--- src/rtl/dmem_arbiter.sv ---
// Two-port arbiter in front of a single-port, synchronous-read data memory.
// Port 0 has fixed priority; a wait counter forces a port 1 grant after MAX_WAIT denials.
module dmem_arbiter #(
    parameter int ADDR_W   = 32,
    parameter int DATA_W   = 32,
    parameter int MAX_WAIT = 4
) (
    input  logic              clk,
    input  logic              rst_n,
    input  logic              req_0,
    input  logic              we_0,
    input  logic [ADDR_W-1:0] addr_0,
    input  logic [DATA_W-1:0] wdata_0,
    output logic              gnt_0,
    output logic              rvalid_0,
    output logic [DATA_W-1:0] rdata_0,
    input  logic              req_1,
    input  logic              we_1,
    input  logic [ADDR_W-1:0] addr_1,
    input  logic [DATA_W-1:0] wdata_1,
    output logic              gnt_1,
    output logic              rvalid_1,
    output logic [DATA_W-1:0] rdata_1,
    output logic              mem_read,
    output logic              mem_write,
    output logic [ADDR_W-1:0] mem_addr,
    output logic [DATA_W-1:0] mem_wdata,
    input  logic [DATA_W-1:0] mem_rdata,
    output logic              forced_1
);

    localparam logic [7:0] MAX_WAIT_C = 8'(MAX_WAIT);
    localparam bit         GUARD_EN   = (MAX_WAIT != 0);

    logic [7:0]        wait_cnt_q, wait_cnt_d;
    logic              pend_vld_q, pend_vld_d;
    logic              pend_own_q, pend_own_d;
    logic              rvalid_0_q, rvalid_0_d;
    logic              rvalid_1_q, rvalid_1_d;
    logic [DATA_W-1:0] rdata_0_q, rdata_0_d;
    logic [DATA_W-1:0] rdata_1_q, rdata_1_d;

    logic              force_s;
    logic              gnt_0_s, gnt_1_s;
    logic              we_sel_s;

    // Arbitration and memory-side drive; grants are gated off while reset is asserted
    always_comb begin
        force_s   = 1'b0;
        gnt_0_s   = 1'b0;
        gnt_1_s   = 1'b0;
        if (GUARD_EN && (wait_cnt_q >= MAX_WAIT_C) && req_1) begin
            force_s = 1'b1;
        end else begin
            force_s = 1'b0;
        end
        if (!rst_n) begin
            gnt_0_s = 1'b0;
            gnt_1_s = 1'b0;
        end else if (force_s) begin
            gnt_1_s = 1'b1;
        end else if (req_0) begin
            gnt_0_s = 1'b1;
        end else if (req_1) begin
            gnt_1_s = 1'b1;
        end else begin
            gnt_0_s = 1'b0;
            gnt_1_s = 1'b0;
        end
        if (gnt_1_s) begin
            mem_addr  = addr_1;
            mem_wdata = wdata_1;
            we_sel_s  = we_1;
        end else begin
            mem_addr  = addr_0;
            mem_wdata = wdata_0;
            we_sel_s  = we_0;
        end
        mem_write = (gnt_0_s | gnt_1_s) & we_sel_s;
        mem_read  = (gnt_0_s | gnt_1_s) & ~we_sel_s;
        gnt_0     = gnt_0_s;
        gnt_1     = gnt_1_s;
        forced_1  = force_s & req_0 & rst_n;
    end

    // Next-state: starvation counter, read-owner pipeline stage and read return capture
    always_comb begin
        wait_cnt_d = wait_cnt_q;
        if (!req_1 || gnt_1_s) begin
            wait_cnt_d = 8'd0;
        end else if (wait_cnt_q != 8'hFF) begin
            wait_cnt_d = wait_cnt_q + 8'd1;
        end else begin
            wait_cnt_d = wait_cnt_q;
        end
        pend_vld_d = (gnt_0_s | gnt_1_s) & ~we_sel_s;
        pend_own_d = gnt_1_s;
        rvalid_0_d = pend_vld_q & ~pend_own_q;
        rvalid_1_d = pend_vld_q & pend_own_q;
        if (rvalid_0_d) begin
            rdata_0_d = mem_rdata;
        end else begin
            rdata_0_d = rdata_0_q;
        end
        if (rvalid_1_d) begin
            rdata_1_d = mem_rdata;
        end else begin
            rdata_1_d = rdata_1_q;
        end
    end

    // State registers; an in-flight read is dropped by reset
    always_ff @(posedge clk or negedge rst_n) begin
        if (!rst_n) begin
            wait_cnt_q <= 8'd0;
            pend_vld_q <= 1'b0;
            pend_own_q <= 1'b0;
            rvalid_0_q <= 1'b0;
            rvalid_1_q <= 1'b0;
            rdata_0_q  <= {DATA_W{1'b0}};
            rdata_1_q  <= {DATA_W{1'b0}};
        end else begin
            wait_cnt_q <= wait_cnt_d;
            pend_vld_q <= pend_vld_d;
            pend_own_q <= pend_own_d;
            rvalid_0_q <= rvalid_0_d;
            rvalid_1_q <= rvalid_1_d;
            rdata_0_q  <= rdata_0_d;
            rdata_1_q  <= rdata_1_d;
        end
    end

    assign rvalid_0 = rvalid_0_q;
    assign rvalid_1 = rvalid_1_q;
    assign rdata_0  = rdata_0_q;
    assign rdata_1  = rdata_1_q;

endmodule

--- config.mk ---
export PLATFORM = sky130hd
export DESIGN_NAME = dmem_arbiter
export DESIGN_NICKNAME = d
export VERILOG_FILES = /design/src/rtl/dmem_arbiter.sv
export SDC_FILE = /design/constraint.sdc
export NUM_CORES = 1
export LEC_CHECK = 0
export ABC_CLOCK_PERIOD_IN_PS = 1950
export CAP_MARGIN = 5
export CELL_PAD_IN_SITES_DETAIL_PLACEMENT = 1
export CELL_PAD_IN_SITES_GLOBAL_PLACEMENT = 1
export CORE_UTILIZATION = 23
export DETAILED_ROUTE_END_ITERATION = 6
export GPL_ROUTABILITY_DRIVEN = 0
export GPL_TIMING_DRIVEN = 0
export PLACE_DENSITY_LB_ADDON = 0.1
export SYNTH_ARGS = -nofsm -noshare
export SYNTH_HDL_FRONTEND = slang
export SYNTH_SLANG_ARGS = --single-unit
--- constraint.sdc ---
create_clock -name clk -period 1.95 [get_ports clk]
set_input_delay 0.2925 -clock clk [delete_from_list [all_inputs] [get_ports clk]]
set_output_delay 0.2925 -clock clk [all_outputs]
set_load 0.03 [all_outputs]
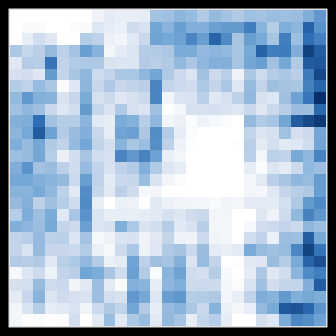
run_1/metal_density.png
27 x 27 tiles, from white (low) to dark blue (high), scaled to the fullest tile. Values are wire area over tile area, all layers added.
fullest tile = 0.47
mean over tiles = 0.14
emptiest ninth of the die = center
densest ninth of the die = north-east
tiles over half the peak = 16%
nearly empty tiles = 8.5%
routed len/inst: 19.01 um
overall routing resource usage: 17.54%
vias after detailed routing: 3,615

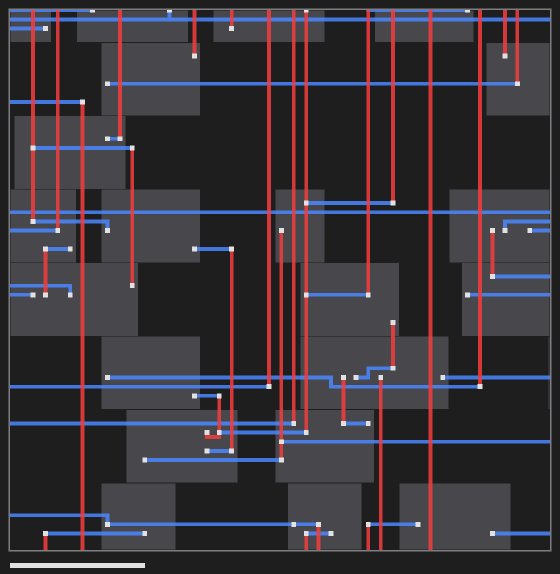
run_1/detail.png
The bar under the picture is 5 um long. Region (90, 90) to (110, 110) um. Cells in gray, sequential cells in the stronger gray; small squares are vias.
metal 1 -> blue
metal 2 -> red
sequential cells in the window = 0
cells with their middle in the window = 17
most frequent = clkdlybuf4s50_1 (7), mux2_4 (3)

==> PnR_summary.wiki, run 1 <==
== Implementation results ==
{| class="wikitable"
! Metric !! Value
|-
| Cell types occupying the most area after synthesis || sky130_fd_sc_hd__dfrtp_1 47%, sky130_fd_sc_hd__mux2_2 25%, sky130_fd_sc_hd__mux2_4 14%
|-
| Part of the cycle the worst path needs || 124.2%
|-
| Switching part of the total power || 34.77%
|-
| Met3 wire length || 1293 um
|-
| Clock tree cell share of total cell area || 3.931%
|-
| Yosys chip area || 4008 um2
|-
| Total clock network power || 1.72 mW
|-
| Remaining global-route overflow || 0
|-
| Total non-filler cell area in the finished layout || 7830 um2
|-
| Hold slack final || -0.0005635 ns
|-
| Seq cells post-synth || 76
|-
| H-Tree Depth || 3
|-
| Mux share || 39.53%
|-
| Total power || 6.879 mW
|-
| Post-CTS repair timing setup buffer count || 9
|-
| Post-synthesis average cell area || 14.36 um2
|-
| Post-route worst setup slack || -0.4728 ns
|-
| Tapcells || 220
|-
| Post-synth EDFFs || 0
|-
| Violations in the final reports || hold timing, setup timing
|-
| Synthesized cell area || 4008 um2
|-
| Number of cell rows || 47
|-
| Top power group || combinational cells
|-
| Delay-heaviest family, CP || buffers and inverters
|-
| Inverters, non-clock || 7
|-
| Max rail drop VDD || 0.6005 mV
|-
| Yosys warns || 0
|-
| Yosys Instances || 279
|-
| Main logic family after synthesis || multiplexers
|-
| Layout sequential cell count || 76
|-
| Met1 layer usage reported by global route || 19.37%
|-
| Clock Tree Buf Depth || 2
|-
| Library cell with the highest instance count after synthesis || sky130_fd_sc_hd__mux2_2
|-
| Leakage power summed over all cells || 3.421 nW
|-
| Portion of total power attributed to sequential cells || 31.1%
|-
| Outcome || finished with violations
|-
| Setup Crit Path Kind || register to output port
|-
| Share of post-route cells with drive strength above 1 || 40.00%
|-
| Total core area || 16,820 um2
|-
| Number of diodes added for antenna fixing || 0
|-
| Highest routed layer || met4
|-
| Vias per std cell || 4.355
|-
| Setup crit end || mem_addr[10]
|-
| Combined flip-flop and latch cell area || 1904 um2
|-
| Total setup violations reported at the end of the flow || 68
|-
| NonClk Buf Share || 42.71%
|-
| Leading cell category by total area || non-clock buffers
|-
| Final Hold Violation Tally || 1
|-
| Reg2Reg Setup Slack || 0.18 ns
|-
| Peak Freq || 412.7 MHz
|-
| Number of ports placed on the die boundary || 301
|-
| Critical register-to-register path endpoint || rdata_0[29]
|-
| Multi-input logic area || 1969 um2
|-
| Count of input and output buffers || 300
|-
| Non-clock buffers || 333
|}
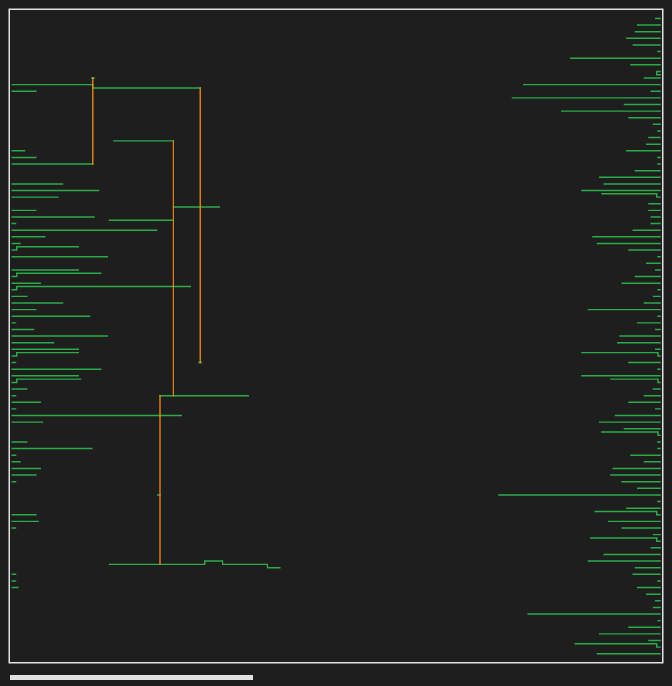
run_1/wires.png
The bar under the picture is 50 um long. Two of the layers only.
metal 3 -> green  # wire length 1,290 um
metal 4 -> orange  # wire length 161 um
Detailed Route WL: 15,780 um

run_1/congestion.png
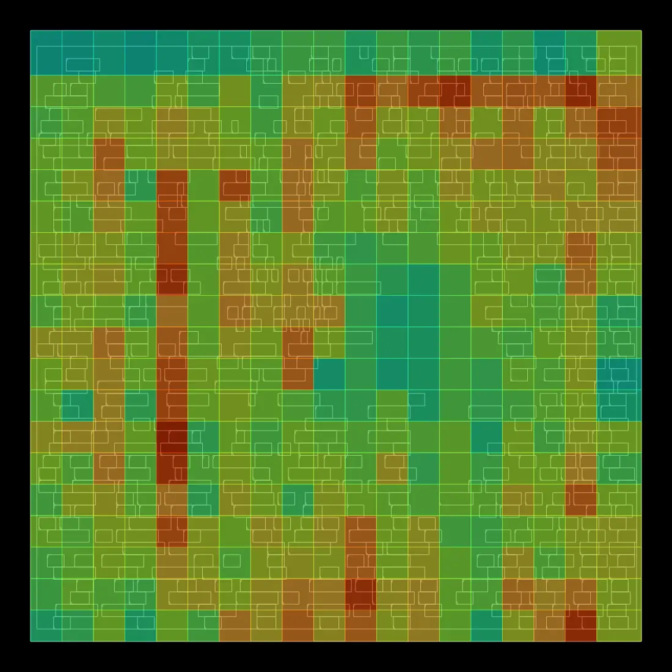

==> run 2, diff against run 1 <==
--- a/config.mk
+++ b/config.mk
@@ -14,6 +14,8 @@
 export GPL_ROUTABILITY_DRIVEN = 0
 export GPL_TIMING_DRIVEN = 0
 export PLACE_DENSITY_LB_ADDON = 0.1
+export SETUP_SLACK_MARGIN = 0.02
+export SLEW_MARGIN = 30
 export SYNTH_ARGS = -nofsm -noshare
 export SYNTH_HDL_FRONTEND = slang
 export SYNTH_SLANG_ARGS = --single-unit
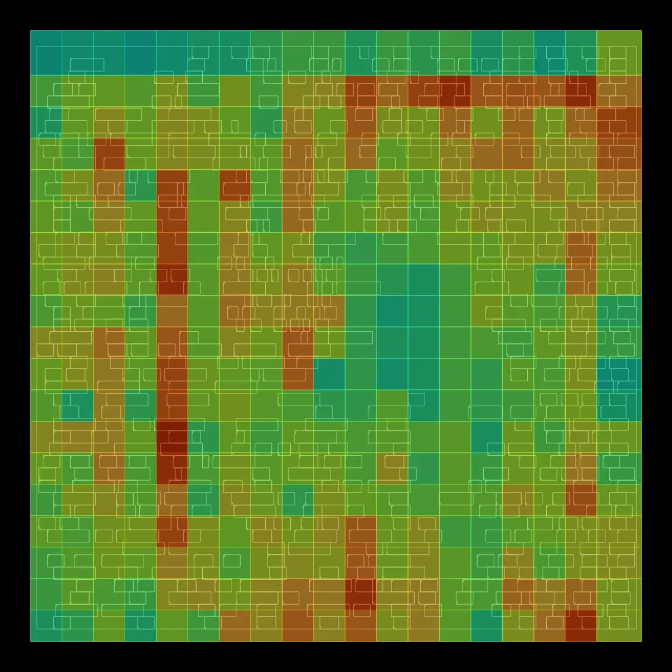
run_2/congestion.png
post-layout util: 46.56%
met3 GRT Util: 5.631%
met1 layer usage reported by global route: 19.35%
routed len/inst: 19.02 um

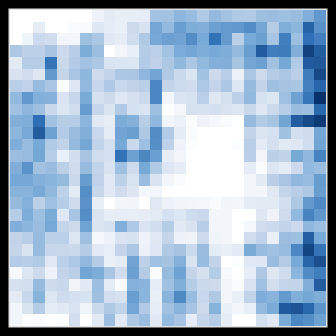
run_2/metal_density.png
27 x 27 tiles, from white (low) to dark blue (high), scaled to the fullest tile. Values are wire area over tile area, all layers added.
mean over tiles = 0.14
emptiest ninth of the die = center
densest ninth of the die = north-east
nearly empty tiles = 8.5%
Detailed Route WL: 15,760 um
vias after detailed routing: 3,623

==> PnR_summary.wiki, run 2 <==
== Implementation results ==
{| class="wikitable"
! Metric !! Value
|-
| Outcome || finished with violations
|-
| Violations in the final reports || setup timing
|-
| Number of ports placed on the die boundary || 301
|-
| Inverters, non-clock || 7
|-
| Setup Crit Path Kind || register to output port
|-
| Seq group || 2.14 mW
|-
| Buffer cell driving the clock tree root || sky130_fd_sc_hd__clkbuf_16
|-
| H-Tree Depth || 3
|-
| Number of diodes added for antenna fixing || 0
|-
| Post-synth EDFFs || 0
|-
| Leading cell category by total area || non-clock buffers
|-
| Hold slack final || 0.3205 ns
|-
| Tapcells || 220
|-
| Reg2Reg Setup Slack || 0.18 ns
|-
| Seq cells post-synth || 76
|-
| Cell types occupying the most area after synthesis || sky130_fd_sc_hd__dfrtp_1 47%, sky130_fd_sc_hd__mux2_2 25%, sky130_fd_sc_hd__mux2_4 14%
|-
| Peak Freq || 412.7 MHz
|-
| Switching part of the total power || 34.77%
|-
| Yosys Instances || 279
|-
| Multi-input logic area || 1969 um2
|-
| Overall routing resource usage || 17.54%
|-
| Main logic family after synthesis || multiplexers
|-
| Final Hold Violation Tally || 0
|-
| Clock tree cell share of total cell area || 3.931%
|-
| Clock Tree Buf Depth || 2
|-
| Net Count, Synth || 447
|-
| Floorplan core density || 23.83%
|-
| Yosys warns || 0
|-
| Highest routed layer || met4
|-
| Critical register-to-register path endpoint || rdata_0[29]
|-
| Setup crit end || mem_addr[10]
|-
| NonClk Buf Share || 42.71%
|-
| Total non-filler cell area in the finished layout || 7830 um2
|-
| Post-synthesis average cell area || 14.36 um2
|-
| Layout sequential cell count || 76
|-
| Mux share || 39.53%
|-
| Remaining global-route overflow || 0
|-
| Count of input and output buffers || 300
|-
| Met3 wire length || 1296 um
|-
| Combined flip-flop and latch cell area || 1904 um2
|-
| Total setup violations reported at the end of the flow || 68
|-
| Post-route worst setup slack || -0.4733 ns
|-
| Total core area || 16,820 um2
|-
| Portion of total power attributed to sequential cells || 31.1%
|-
| Number of cell rows || 47
|-
| Total clock network power || 1.72 mW
|-
| Yosys chip area || 4008 um2
|-
| Share of post-route cells with drive strength above 1 || 40.07%
|-
| Post-CTS repair timing setup buffer count || 9
|-
| Leakage power summed over all cells || 3.421 nW
|-
| Vias per std cell || 4.370
|}
run_2/detail.png
The bar under the picture is 5 um long. Region (90, 90) to (110, 110) um. Cells in gray, sequential cells in the stronger gray; small squares are vias.
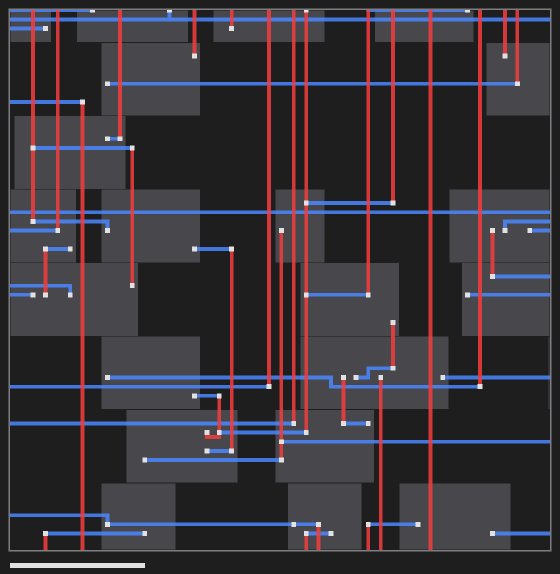

==> run 3, diff against run 2 <==
--- a/config.mk
+++ b/config.mk
@@ -5,11 +5,12 @@
 export SDC_FILE = /design/constraint.sdc
 export NUM_CORES = 1
 export LEC_CHECK = 0
+export ABC_AREA = 1
 export ABC_CLOCK_PERIOD_IN_PS = 1950
 export CAP_MARGIN = 5
 export CELL_PAD_IN_SITES_DETAIL_PLACEMENT = 1
 export CELL_PAD_IN_SITES_GLOBAL_PLACEMENT = 1
-export CORE_UTILIZATION = 23
+export CORE_UTILIZATION = 19
 export DETAILED_ROUTE_END_ITERATION = 6
 export GPL_ROUTABILITY_DRIVEN = 0
 export GPL_TIMING_DRIVEN = 0
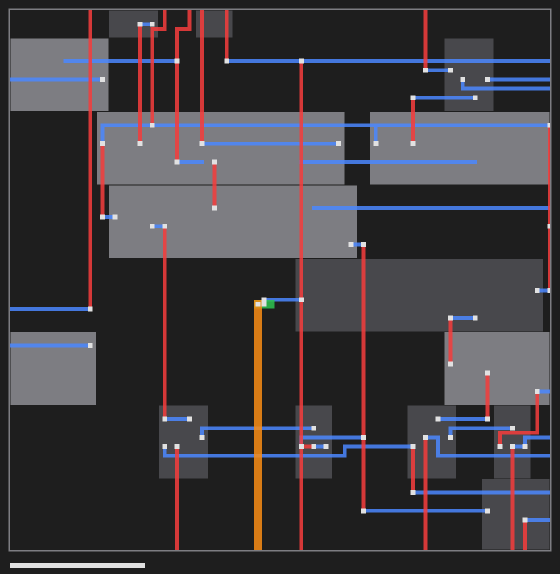
run_3/detail.png
The bar under the picture is 5 um long. Region (98, 98) to (118, 118) um. Cells in gray, sequential cells in the stronger gray; small squares are vias.
metal 3 -> green
metal 4 -> orange
metal 2 -> red
metal 1 -> blue
cells with their middle in the window = 10
sequential cells in the window = 3
netlist names of flops here include = rdata_1 (3)
most frequent = o21ai_0 (3), dfrtp_1 (3), nand2_1 (2)

==> PnR_summary.wiki, run 3 <==
== Implementation results ==
{| class="wikitable"
! Metric !! Value
|-
| Outcome || finished with violations
|-
| Violations in the final reports || setup timing
|-
| Clock Tree Buf Depth || 2
|-
| Leakage power summed over all cells || 3.981 nW
|-
| Share of post-route cells with drive strength above 1 || 25.23%
|-
| Part of the cycle the worst path needs || 109.6%
|-
| Number of ports placed on the die boundary || 301
|-
| Switching part of the total power || 35.82%
|-
| Post-CTS repair timing setup buffer count || 13
|-
| Library cell with the highest instance count after synthesis || sky130_fd_sc_hd__nand2_1
|-
| Top power group || combinational cells
|-
| Remaining global-route overflow || 0
|-
| Post-detailed-placement half-perimeter wirelength || 14,960 um
|-
| Clock tree cell share of total cell area || 4.226%
|-
| Buffer cell driving the clock tree root || sky130_fd_sc_hd__clkbuf_16
|-
| Max rail drop VDD || 0.4423 mV
|-
| Max stage delay cell, worst path || sky130_fd_sc_hd__dfrtp_1
|-
| Post-layout util || 42.45%
|-
| Main logic family after synthesis || simple AND/OR/NAND/NOR gates
|-
| Setup crit end || mem_addr[16]
|-
| Met3 wire length || 1860 um
|-
| Net Count, Synth || 696
|-
| Total core area || 19,530 um2
|-
| Inverters, non-clock || 44
|-
| Post-route worst setup slack || -0.1873 ns
|-
| Register clock-pin slew on the reported worst setup and hold paths || 0.06 ns
|-
| Layout sequential cell count || 76
|-
| Highest routed layer || met4
|-
| Worst EP arrival || 1.84 ns
|-
| Number of cell rows || 51
|-
| Combinational group share of total power || 42.7%
|-
| Reg2Reg Setup Slack || 0.23 ns
|-
| Vias per std cell || 4.127
|-
| Yosys chip area || 3806 um2
|-
| H-Tree Depth || 3
|-
| Hold slack final || 0.04783 ns
|-
| CTS Hold Bufs || 2
|-
| Yosys Instances || 528
|-
| Portion of total power attributed to sequential cells || 29.8%
|-
| NonClk Buf Share || 43.92%
|-
| Post-synthesis average cell area || 7.209 um2
|-
| Worst stage delay on the critical path || 0.39 ns
|-
| Total clock network power || 1.95 mW
|-
| Number of diodes added for antenna fixing || 1
|-
| Remaining design rule violation count || 0
|-
| Num Clock Sinks || 76
|-
| Count of input and output buffers || 300
|-
| Setup Crit Path Kind || register to output port
|-
| Floorplan core density || 19.49%
|-
| Seq cells post-synth || 76
|-
| Critical register-to-register path endpoint || wait_cnt_q[1]
|-
| Seq group || 2.12 mW
|-
| Vias after detailed routing || 4,680
|-
| Total power || 7.107 mW
|-
| Detailed Route WL || 19,290 um
|-
| Post-synth EDFFs || 0
|-
| Critical Path End Type || output port
|-
| Delay-heaviest family, CP || simple AND/OR/NAND/NOR gates
|-
| Final Hold Violation Tally || 0
|-
| Count of nets after finishing || 1,031
|-
| Non-clock buffers || 351
|-
| Synthesized cell area || 3806 um2
|-
| Yosys warns || 0
|-
| Maximum net fanout on the critical path || 8
|-
| Total setup violations reported at the end of the flow || 66
|-
| Peak Freq || 467.9 MHz
|-
| Cell types occupying the most area after synthesis || sky130_fd_sc_hd__dfrtp_1 50%, sky130_fd_sc_hd__nand2_1 27%, sky130_fd_sc_hd__o21ai_0 9.1%
|-
| Leading cell category by total area || non-clock buffers
|-
| Mux share || 0%
|-
| Met1 layer usage reported by global route || 19.70%
|}
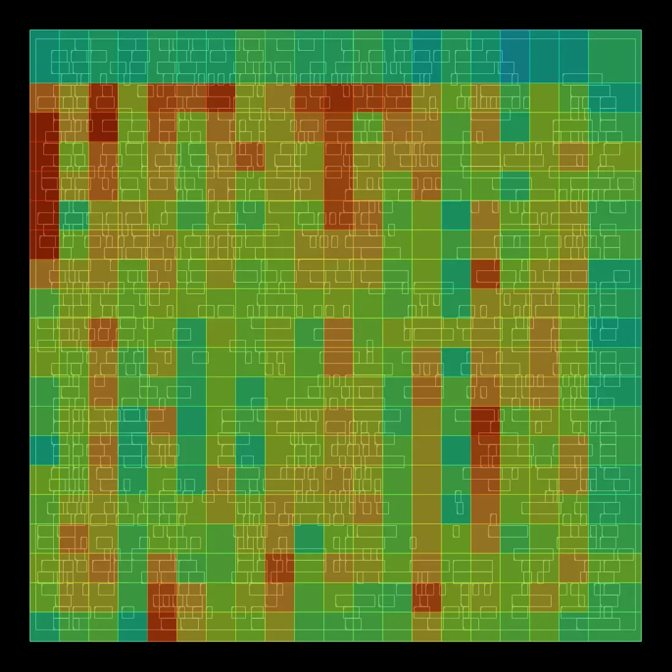
run_3/congestion.png
met3 GRT Util: 6.664%
routed len/inst: 17.01 um

Power is estimated from default activity; no workload was simulated.
